[config.mk]
export PLATFORM = sky130hd
export DESIGN_NAME = vga_text_renderer
export DESIGN_NICKNAME = d
export VERILOG_FILES = /design/src/rtl/vga_text_renderer.sv
export SDC_FILE = /design/constraint.sdc
export NUM_CORES = 1
export LEC_CHECK = 0
export CORE_MARGIN = 1.5
export CORE_UTILIZATION = 28
export CTS_CLUSTER_DIAMETER = 120
export DETAILED_ROUTE_END_ITERATION = 10
export GPL_ROUTABILITY_DRIVEN = 1
export PLACE_DENSITY = 0.42
export SETUP_SLACK_MARGIN = 0.02
export SLEW_MARGIN = 20
export SYNTH_ARGS = -nofsm -noshare
export SYNTH_HDL_FRONTEND = slang
export SYNTH_SLANG_ARGS = --single-unit
[constraint.sdc]
create_clock -name clk -period 2.9 [get_ports clk]
set_input_delay 0.87 -clock clk [delete_from_list [all_inputs] [get_ports clk]]
set_output_delay 0.87 -clock clk [all_outputs]
set_load 0.01 [all_outputs]
[src/rtl/vga_text_renderer.sv]
// Text-mode pixel generator: COLS x ROWS character/attribute buffer, external font ROM
// lookup, per-cell invert/blink, hardware buffer clear and a fixed 3-cycle pixel pipeline.
module vga_text_renderer #(
    parameter int unsigned GLYPH_W   = 8,
    parameter int unsigned GLYPH_H   = 16,
    parameter int unsigned COLS      = 16,
    parameter int unsigned ROWS      = 4,
    parameter int unsigned CODE_W    = 5,
    parameter int unsigned BLINK_DIV = 30,
    localparam int unsigned COL_W = (COLS > 1) ? $clog2(COLS) : 1,
    localparam int unsigned ROW_W = (ROWS > 1) ? $clog2(ROWS) : 1,
    localparam int unsigned GY_W  = $clog2(GLYPH_H)
) (
    input  logic                     clk,
    input  logic                     reset,
    input  logic [9:0]               pix_x,
    input  logic [9:0]               pix_y,
    input  logic                     video_on,
    input  logic                     frame_tick,
    input  logic                     clear_req,
    input  logic                     wr_en,
    input  logic [COL_W-1:0]         wr_col,
    input  logic [ROW_W-1:0]         wr_row,
    input  logic [CODE_W-1:0]        wr_code,
    input  logic [1:0]               wr_attr,
    output logic                     wr_ready,
    output logic [CODE_W+GY_W-1:0]   glyph_addr,
    input  logic [GLYPH_W-1:0]       glyph_data,
    output logic                     pix_on,
    output logic                     pix_valid
);
    localparam int unsigned GX_W   = $clog2(GLYPH_W);
    localparam int unsigned CELLS  = COLS * ROWS;
    localparam int unsigned IDX_W  = (CELLS > 1) ? $clog2(CELLS) : 1;
    localparam int unsigned CELL_W = CODE_W + 2;
    localparam int unsigned FCNT_W = (BLINK_DIV > 1) ? $clog2(BLINK_DIV) : 1;

    typedef enum logic {ST_CLEAR, ST_IDLE} state_t;

    state_t             state_q, state_d;
    logic [IDX_W-1:0]   clr_idx_q, clr_idx_d;
    logic               mem_we;
    logic [IDX_W-1:0]   mem_waddr;
    logic [CELL_W-1:0]  mem_wdata;
    logic [CELL_W-1:0]  cell_mem_q [CELLS];

    logic [9:0]         px_q, px_d, py_q, py_d;
    logic               von1_q, von1_d;
    logic [31:0]        col, row;
    logic               in_rng;
    logic [IDX_W-1:0]   rd_idx;
    logic [CELL_W-1:0]  cell_q, cell_d;
    logic [GX_W-1:0]    gx_q, gx_d, bit_idx;
    logic [GY_W-1:0]    gy_q, gy_d;
    logic               inr_q, inr_d, von2_q, von2_d;
    logic               fg;
    logic [FCNT_W-1:0]  fcnt_q, fcnt_d;
    logic               blink_q, blink_d;
    logic               pix_on_q, pix_on_d, pix_valid_q, pix_valid_d;

    always_ff @(posedge clk) begin
        if (reset) begin
            state_q   <= ST_CLEAR;
            clr_idx_q <= '0;
        end else begin
            state_q   <= state_d;
            clr_idx_q <= clr_idx_d;
        end
    end

    always_comb begin
        state_d   = state_q;
        clr_idx_d = clr_idx_q;
        if (clear_req) begin
            state_d   = ST_CLEAR;
            clr_idx_d = '0;
        end else if (state_q == ST_CLEAR) begin
            if (32'(clr_idx_q) == CELLS - 1) begin
                state_d   = ST_IDLE;
                clr_idx_d = '0;
            end else begin
                clr_idx_d = clr_idx_q + IDX_W'(1);
            end
        end
    end

    // The clear sweep owns the write port; host writes are only taken in IDLE.
    always_comb begin
        wr_ready  = (state_q == ST_IDLE);
        mem_we    = 1'b0;
        mem_waddr = clr_idx_q;
        mem_wdata = '0;
        if (state_q == ST_CLEAR) begin
            mem_we = 1'b1;
        end else if (wr_en && (32'(wr_col) < COLS) && (32'(wr_row) < ROWS)) begin
            mem_we    = 1'b1;
            mem_waddr = IDX_W'(32'(wr_row) * COLS + 32'(wr_col));
            mem_wdata = {wr_code, wr_attr};
        end
    end

    always_ff @(posedge clk) begin
        if (mem_we && !reset) begin
            cell_mem_q[mem_waddr] <= mem_wdata;
        end
    end

    // Read uses pre-edge contents, so a same-cycle write to the read cell is seen next read.
    always_comb begin
        px_d   = pix_x;
        py_d   = pix_y;
        von1_d = video_on;
        col    = 32'(px_q) >> GX_W;
        row    = 32'(py_q) >> GY_W;
        in_rng = (col < COLS) && (row < ROWS);
        rd_idx = in_rng ? IDX_W'(row * COLS + col) : '0;
        cell_d = cell_mem_q[rd_idx];
        gx_d   = px_q[GX_W-1:0];
        gy_d   = py_q[GY_W-1:0];
        inr_d  = in_rng;
        von2_d = von1_q;
    end

    assign glyph_addr = {cell_q[CELL_W-1:2], gy_q};

    always_comb begin
        bit_idx     = GX_W'(GLYPH_W - 1) - gx_q;
        fg          = glyph_data[bit_idx] & ~(cell_q[1] & blink_q);
        pix_on_d    = von2_q & inr_q & (fg ^ cell_q[0]);
        pix_valid_d = von2_q;
    end

    always_comb begin
        fcnt_d  = fcnt_q;
        blink_d = blink_q;
        if (frame_tick) begin
            if (32'(fcnt_q) == BLINK_DIV - 1) begin
                fcnt_d  = '0;
                blink_d = ~blink_q;
            end else begin
                fcnt_d = fcnt_q + FCNT_W'(1);
            end
        end
    end

    always_ff @(posedge clk) begin
        if (reset) begin
            px_q        <= '0;
            py_q        <= '0;
            von1_q      <= 1'b0;
            cell_q      <= '0;
            gx_q        <= '0;
            gy_q        <= '0;
            inr_q       <= 1'b0;
            von2_q      <= 1'b0;
            fcnt_q      <= '0;
            blink_q     <= 1'b0;
            pix_on_q    <= 1'b0;
            pix_valid_q <= 1'b0;
        end else begin
            px_q        <= px_d;
            py_q        <= py_d;
            von1_q      <= von1_d;
            cell_q      <= cell_d;
            gx_q        <= gx_d;
            gy_q        <= gy_d;
            inr_q       <= inr_d;
            von2_q      <= von2_d;
            fcnt_q      <= fcnt_d;
            blink_q     <= blink_d;
            pix_on_q    <= pix_on_d;
            pix_valid_q <= pix_valid_d;
        end
    end

    assign pix_on    = pix_on_q;
    assign pix_valid = pix_valid_q;

endmodule
### Supply network, run 1

The bar under the picture is 100 um long. Pins as bars on the die edge. Tap cells in grey.
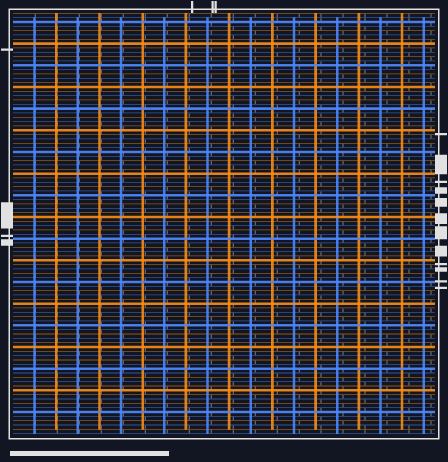
- blue: VSS
- orange: VDD
- tap cells: 940
- met1 rails: 98
- met5 straps: 19
- rows: 97

### Cell classes on the final placement, run 1

The bar under the picture is 100 um long.
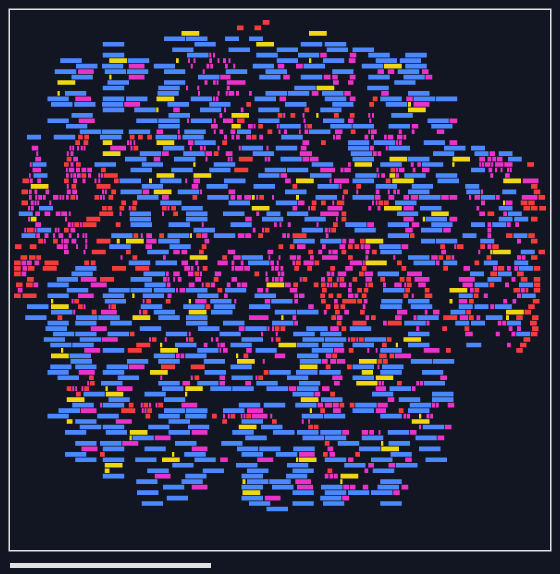
- magenta: all other logic (cells 670)
- blue: flops (cells 500)
- red: other buffers and delay cells (cells 299)
- yellow: clock drivers and dummy loads (cells 103)

==> results.sh, run 1 <==
# flow metrics
export IMPL_ff_type="edfxtp_1"
export IMPL_logic_family="simple AND/OR/NAND/NOR gates"
export IMPL_wl_met2_mm=26.8
export IMPL_top_layer_used="met4"
export IMPL_cts_setup_buffers=11
export IMPL_first_pass_iters=5
export IMPL_gr_max_usage_layer="met2"
export IMPL_syn_area_sq_um=19800
export IMPL_fin_worst_skew_ps=34.5
export IMPL_synthArstFlopShare_pct=0
export IMPL_core_util_floorplan_pct=28.3
export IMPL_warnings=29
export IMPL_fp_nets=1292
export IMPL_io_buffers=58
export IMPL_core_area_sq_um=69900
export IMPL_cts_clk_slew_worst_paths_ps=60
export IMPL_cts_tree="done"
export IMPL_synthCells=1241
export IMPL_htreeDepth=2
export IMPL_final_max_slew_viol_count=0
export IMPL_synthTopCellsByArea="edfxtp_1 (68%), dfxtp_1 (5.3%), mux4_2 (4.6%), mux2i_1 (2.6%), nor2_1 (2.0%)"
export IMPL_die_height_um=269
export IMPL_hold_path_startpoint="px_q[0]"
export IMPL_fin_ws_ps=-125
export IMPL_drc=0
export IMPL_ff2ff_setup_slack_ps=-120
export IMPL_period_used_pct=104
export IMPL_p_leak_nw=9.40
export IMPL_clock_latency_late_pin_ps=620
export IMPL_wl_met3_mm=2.98
export IMPL_rsz0062_at_grt="true"
export IMPL_hold_violations=0
export IMPL_synthSimpleGateAreaFrac_pct=8.57
export IMPL_drt_met1_wl_mm=27.9
export IMPL_crit_start="px_q[9]"
export IMPL_synth_chip_area_sq_um=19800
export IMPL_instances_no_fill=2512
export IMPL_worst_setup_path_start_kind="flip-flop"
export IMPL_via_per_inst=4.78
export IMPL_path_class="reg -> reg"
export IMPL_clockRootBuffer="clkbuf_16"
export IMPL_violations="negative setup slack"
export IMPL_post_cts_resize_count=45
export IMPL_overflow=0
export IMPL_area_growth_pct=28.1
export IMPL_ys_seq_share_pct=73.4
export IMPL_aoi_share_pct=7.16
export IMPL_routed_wl_mm=59.2
export IMPL_slowest_stage="or4_4"
export IMPL_crit_end="cell_q[0]"
export IMPL_cts_sinks=500
export IMPL_status="finished, violations left"
export IMPL_antenna_found_initial=0
export IMPL_worstReg2RegEnd="cell_q[0]"
export IMPL_slew_headroom_pct=62.3
export IMPL_final_core_util_pct=36.2
export IMPL_timing_hold_ws_ps=438
export IMPL_vdd_drop_max_uv=395
export IMPL_track_usage_pct=16.6
export IMPL_synth_xor_area_share_pct=0.513
export IMPL_chipArea_sq_um=72200
export IMPL_yosysWarningCount=0
export IMPL_mostFrequentLayoutCell="edfxtp_1"
export IMPL_grt_max_degree=65
export IMPL_drt_iter0_drc=992
export IMPL_max_stage_delay_ps=590
export IMPL_crit_fanout=4
export IMPL_ant_nets=0
export IMPL_enable_flop_cells=448
export IMPL_reg_top3="cell_mem_q x448, px_q x10, py_q x10"
export IMPL_placed_area_sq_um=23200
export IMPL_required_ps=3430
export IMPL_vias=12000
export IMPL_drive_gt1_share_pct=27.9
export IMPL_crit_chain="or4_4 -> buf_6 -> nor4_4 -> buf_4 -> o221ai_2 -> or4_4 -> nor4_4 -> o2111ai_2 -> nand3_2"
export IMPL_r2r_start="px_q[9]"
export IMPL_dp_final_hpwl_mm=40.5
export IMPL_layout_min_cycle_time_ps=3020
export IMPL_top_cell="edfxtp_1"
export IMPL_numSynthFlops=500
export IMPL_setup_viol=2
export IMPL_clock_path_buffers=3
export IMPL_synth_distinct_cells=68
### Clock wires, drivers and flops, run 1

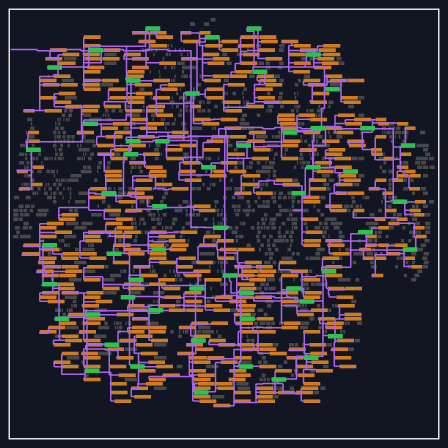
- orange: flip-flops (count 500)
- green: cells driving clock nets (count 55)
- purple: clock wires (length 6550 um)
- flops lie: all over the die
- routed clock nets: 56

[run 1: worst max-delay path, delay by kind of cell (launching register included)]
family          cells  cell delay, ps
simple gates        5            1920
buf+inv             2             370
compound gates      2             370
flops               1             320
[run 1: report_power, final]
group	total [mW]	leakage [nW]	switching, mW	internal, mW
Sequential	7.81	5.36	0.0322	7.78
Clock	6.70	0.840	2.84	3.86
Combinational	0.707	3.20	0.381	0.326
Total	15.2	9.40	3.25	12.0
[run 1: final cells by class]
| type | count | area, sq um |
|---|---|---|
| Clock inverter | 30 | 234 |
| Inverter | 10 | 37.5 |
| Tap cell | 940 | 1180 |
| Fill cell | 6721 | 44600 |
| Sequential cell | 500 | 14500 |
| Multi-Input combinational cell | 660 | 5170 |
| Clock buffer | 73 | 1490 |
| Timing Repair Buffer | 299 | 2710 |
==> run 2, diff against run 1 <==
CORE_UTILIZATION = 59   (was 28)
PLACE_DENSITY = 0.76   (was 0.42)
SETUP_SLACK_MARGIN = 0.5   (was 0.02)
### Cell outlines without signal wires, run 2

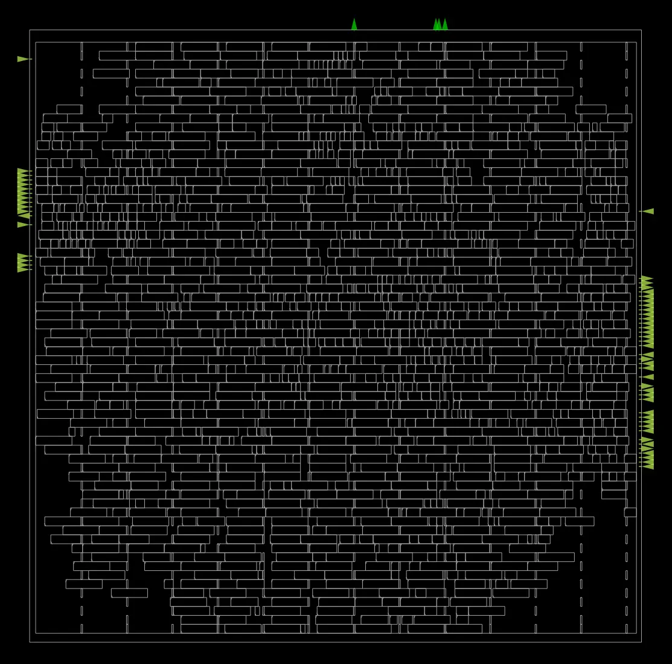
fraction of area in registers: 59.0%
Layout Cells excl Fill: 1890
fin util: 75.0%
core area: 32800 sq um

### Supply network, run 2

The bar under the picture is 50 um long. Pins as bars on the die edge. Tap cells in grey.
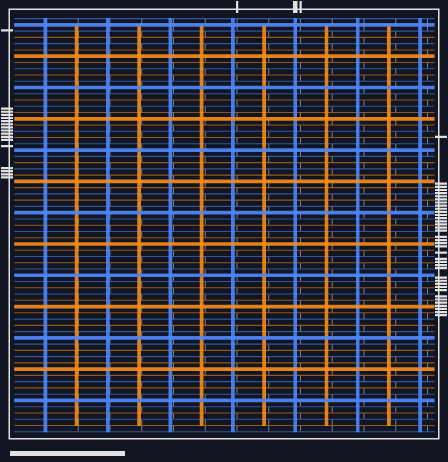
- blue: VSS
- orange: VDD
- signal pins: 59
- tap cells: 442
- rows: 66
- met5 straps: 13
- met4 straps: 13

==> run 2 against run 1 <==
The flow now finishes without violations. Global-route usage increased by 14 points. Worst setup slack improved by 260 ps. Maximum frequency increased by 9.6%. Sequential power about the same. Utilization increased by 39 points. Count of clock-buffer cells in the layout decreased by 10. Via count increased by 2.9%. Combinational power increased by 1%. Total power decreased by 2.6%. Wire length decreased by 12%. Sequential share of layout area increased by 1.7 points. Register-to-register slack improved by 260 ps. Largest cell class unchanged. Largest power group unchanged.
==> results.sh, run 2 <==
# flow metrics
export IMPL_status="complete, no violations"
export IMPL_rsz0062_at_grt="true"
export IMPL_grt_pass1_vias=12100
export IMPL_warnings=30
export IMPL_cts_tree="done"
export IMPL_io_buffers=58
export IMPL_slowest_stage="or4_4"
export IMPL_yosysTopAreaCell="edfxtp_1"
export IMPL_mostFrequentLayoutCell="edfxtp_1"
export IMPL_fp_nets=1292
export IMPL_chipArea_sq_um=34600
export IMPL_cp_end_kind="flip-flop"
export IMPL_syn_area_sq_um=19800
export IMPL_crit_start="py_q[7]"
export IMPL_crit_family="simple AND/OR/NAND/NOR gates"
export IMPL_pg_seq_mw=7.81
export IMPL_layout_min_cycle_time_ps=2760
export IMPL_yosysWarningCount=0
export IMPL_cts_sinks=500
export IMPL_p_sw_mw=3.14
export IMPL_nets=1458
export IMPL_r2r_start="py_q[7]"
export IMPL_clkPwrFrac_pct=42.5
export IMPL_path_class="reg -> reg"
export IMPL_synth_chip_area_sq_um=19800
export IMPL_wl_met3_mm=5.50
export IMPL_power_density_nw_per_um2=603
export IMPL_htreeDepth=2
export IMPL_gr_max_usage_layer="met2"
export IMPL_synth_top_cell_area_share_pct=68.1
export IMPL_top_cell="edfxtp_1"
export IMPL_hold_violations=0
export IMPL_first_pass_iters=5
export IMPL_overflow=0
export IMPL_period_used_pct=95.2
export IMPL_common_cells="edfxtp_1 (448), nor2_1 (106), nand2_1 (88)"
export IMPL_clock_path_buffers=3
export IMPL_reg_top3="cell_mem_q x448, px_q x10, py_q x10"
export IMPL_setup_viol=0
export IMPL_io_pins=59
export IMPL_crit_fanout=15
export IMPL_maxCapViolCount=0
export IMPL_clockRootBuffer="clkbuf_16"
export IMPL_num_rows=66
export IMPL_core_util_floorplan_pct=60.3
export IMPL_synthCells=1241
export IMPL_clock_fmax_mhz=362
export IMPL_required_ps=3410
export IMPL_swShare_pct=21.2
export IMPL_crit_chain="or4_4 -> buf_6 -> nor3_4 -> buf_12 -> o22ai_1 -> o32a_1 -> nor4b_2 -> buf_4 -> o21ai_0 -> nand3_1"
export IMPL_pwr_share_seq_pct=52.7
export IMPL_cts_clk_slew_worst_paths_ps=60
export IMPL_comb_power_mw=0.716
export IMPL_aoi_share_pct=7.16
export IMPL_powerClk_mw=6.29
export IMPL_vias=12300
export IMPL_p_int_mw=11.7
export IMPL_synthTopCellsByArea="edfxtp_1 (68%), dfxtp_1 (5.3%), mux4_2 (4.6%), mux2i_1 (2.6%), nor2_1 (2.0%)"
export IMPL_logic_family="simple AND/OR/NAND/NOR gates"
export IMPL_place_ws_ps=-176
export IMPL_hold_class="reg -> reg"
export IMPL_power_leader="sequential cells"
export IMPL_grt_max_degree=65
export IMPL_slew_headroom_pct=45.4
export IMPL_vdd_drop_max_uv=523
export IMPL_grt_pass1_wl_mm=75.8
export IMPL_largest_reg_flops=448
export IMPL_ff_type="edfxtp_1"
export IMPL_placed_area_sq_um=22300
export IMPL_grt_use_met1_pct=41.3
export IMPL_drc=0
export IMPL_stdcell_area_sq_um=24600
export IMPL_dp_cells=1775
export IMPL_ant_nets=0
export IMPL_die_height_um=186
export IMPL_ys_seq_share_pct=73.4
export IMPL_timing_hold_ws_ps=435
export IMPL_worst_pin_slew_ps=817
export IMPL_routed_wl_mm=52.0
export IMPL_p_comb_share_pct=4.8
export IMPL_cp_arrival_ps=3270
export IMPL_clock_latency_late_pin_ps=570
export IMPL_synthSimpleGateAreaFrac_pct=8.57
export IMPL_gp_congestion=0.982
export IMPL_synthArstFlopShare_pct=0
export IMPL_dp_final_hpwl_mm=32.5
export IMPL_worst_setup_path_start_kind="flip-flop"
export IMPL_drive_gt1_share_pct=29.6
export IMPL_synth_distinct_cells=68
export IMPL_wl_per_cell_um=27.5
export IMPL_numSynthFlops=500
export IMPL_fin_total_pwr_mw=14.8
export IMPL_via_per_inst=6.53
export IMPL_max_stage_delay_ps=590
export IMPL_antenna_cells=0
export IMPL_fin_worst_skew_ps=15.1
export IMPL_top_layer_used="met4"
export IMPL_antenna_found_initial=0
export IMPL_enable_flop_cells=448
export IMPL_track_usage_pct=30.4
export IMPL_area_growth_pct=24.4
export IMPL_fin_ws_ps=140
export IMPL_yosys_cells=1241
export IMPL_hold_path_startpoint="von1_q"
export IMPL_p_leak_nw=8.90
export IMPL_die_x_um=186
export IMPL_avgSynthCellArea_sq_um=15.9
export IMPL_final_max_slew_viol_count=0
export IMPL_drt_iter0_drc=1599
export IMPL_drt_met1_wl_mm=19.7
export IMPL_synth_xor_area_share_pct=0.513
export IMPL_wl_met2_mm=24.3
export IMPL_critPathBufInv=3
-- run 2: cell counts after synthesis --
No cell type changed its count.
-- run 2: final cells by class --
type | instances | area [sq um]
inverter | 10 | 37.5
multi-input combinational | 660 | 5990
fill | 1904 | 8210
clock buffer | 63 | 1310
tap | 442 | 553
sequential | 500 | 14500
clock inverter | 29 | 292
timing repair buffer | 186 | 1880
-- run 2: what timing repair did --
item / CTS / global route
hold buffers: 0 / 0
pin swaps: 17 / 22
gates cloned: 0 / 0
setup endpoints to repair: 172 / 455
gates resized: 50 / 41
buffers inserted: 6 / 17
-- run 2: worst paths after layout --
kind | depth (start not counted) | slack (ps) | endpoint
setup / recovery | 10 | 140 | cell_q[1]
hold / removal | 1 | 430 | pix_valid_d
setup reg to reg | 10 | 140 | cell_q[1]
hold reg to reg | 1 | 430 | pix_valid_d
Power and IR drop assume default switching activity.
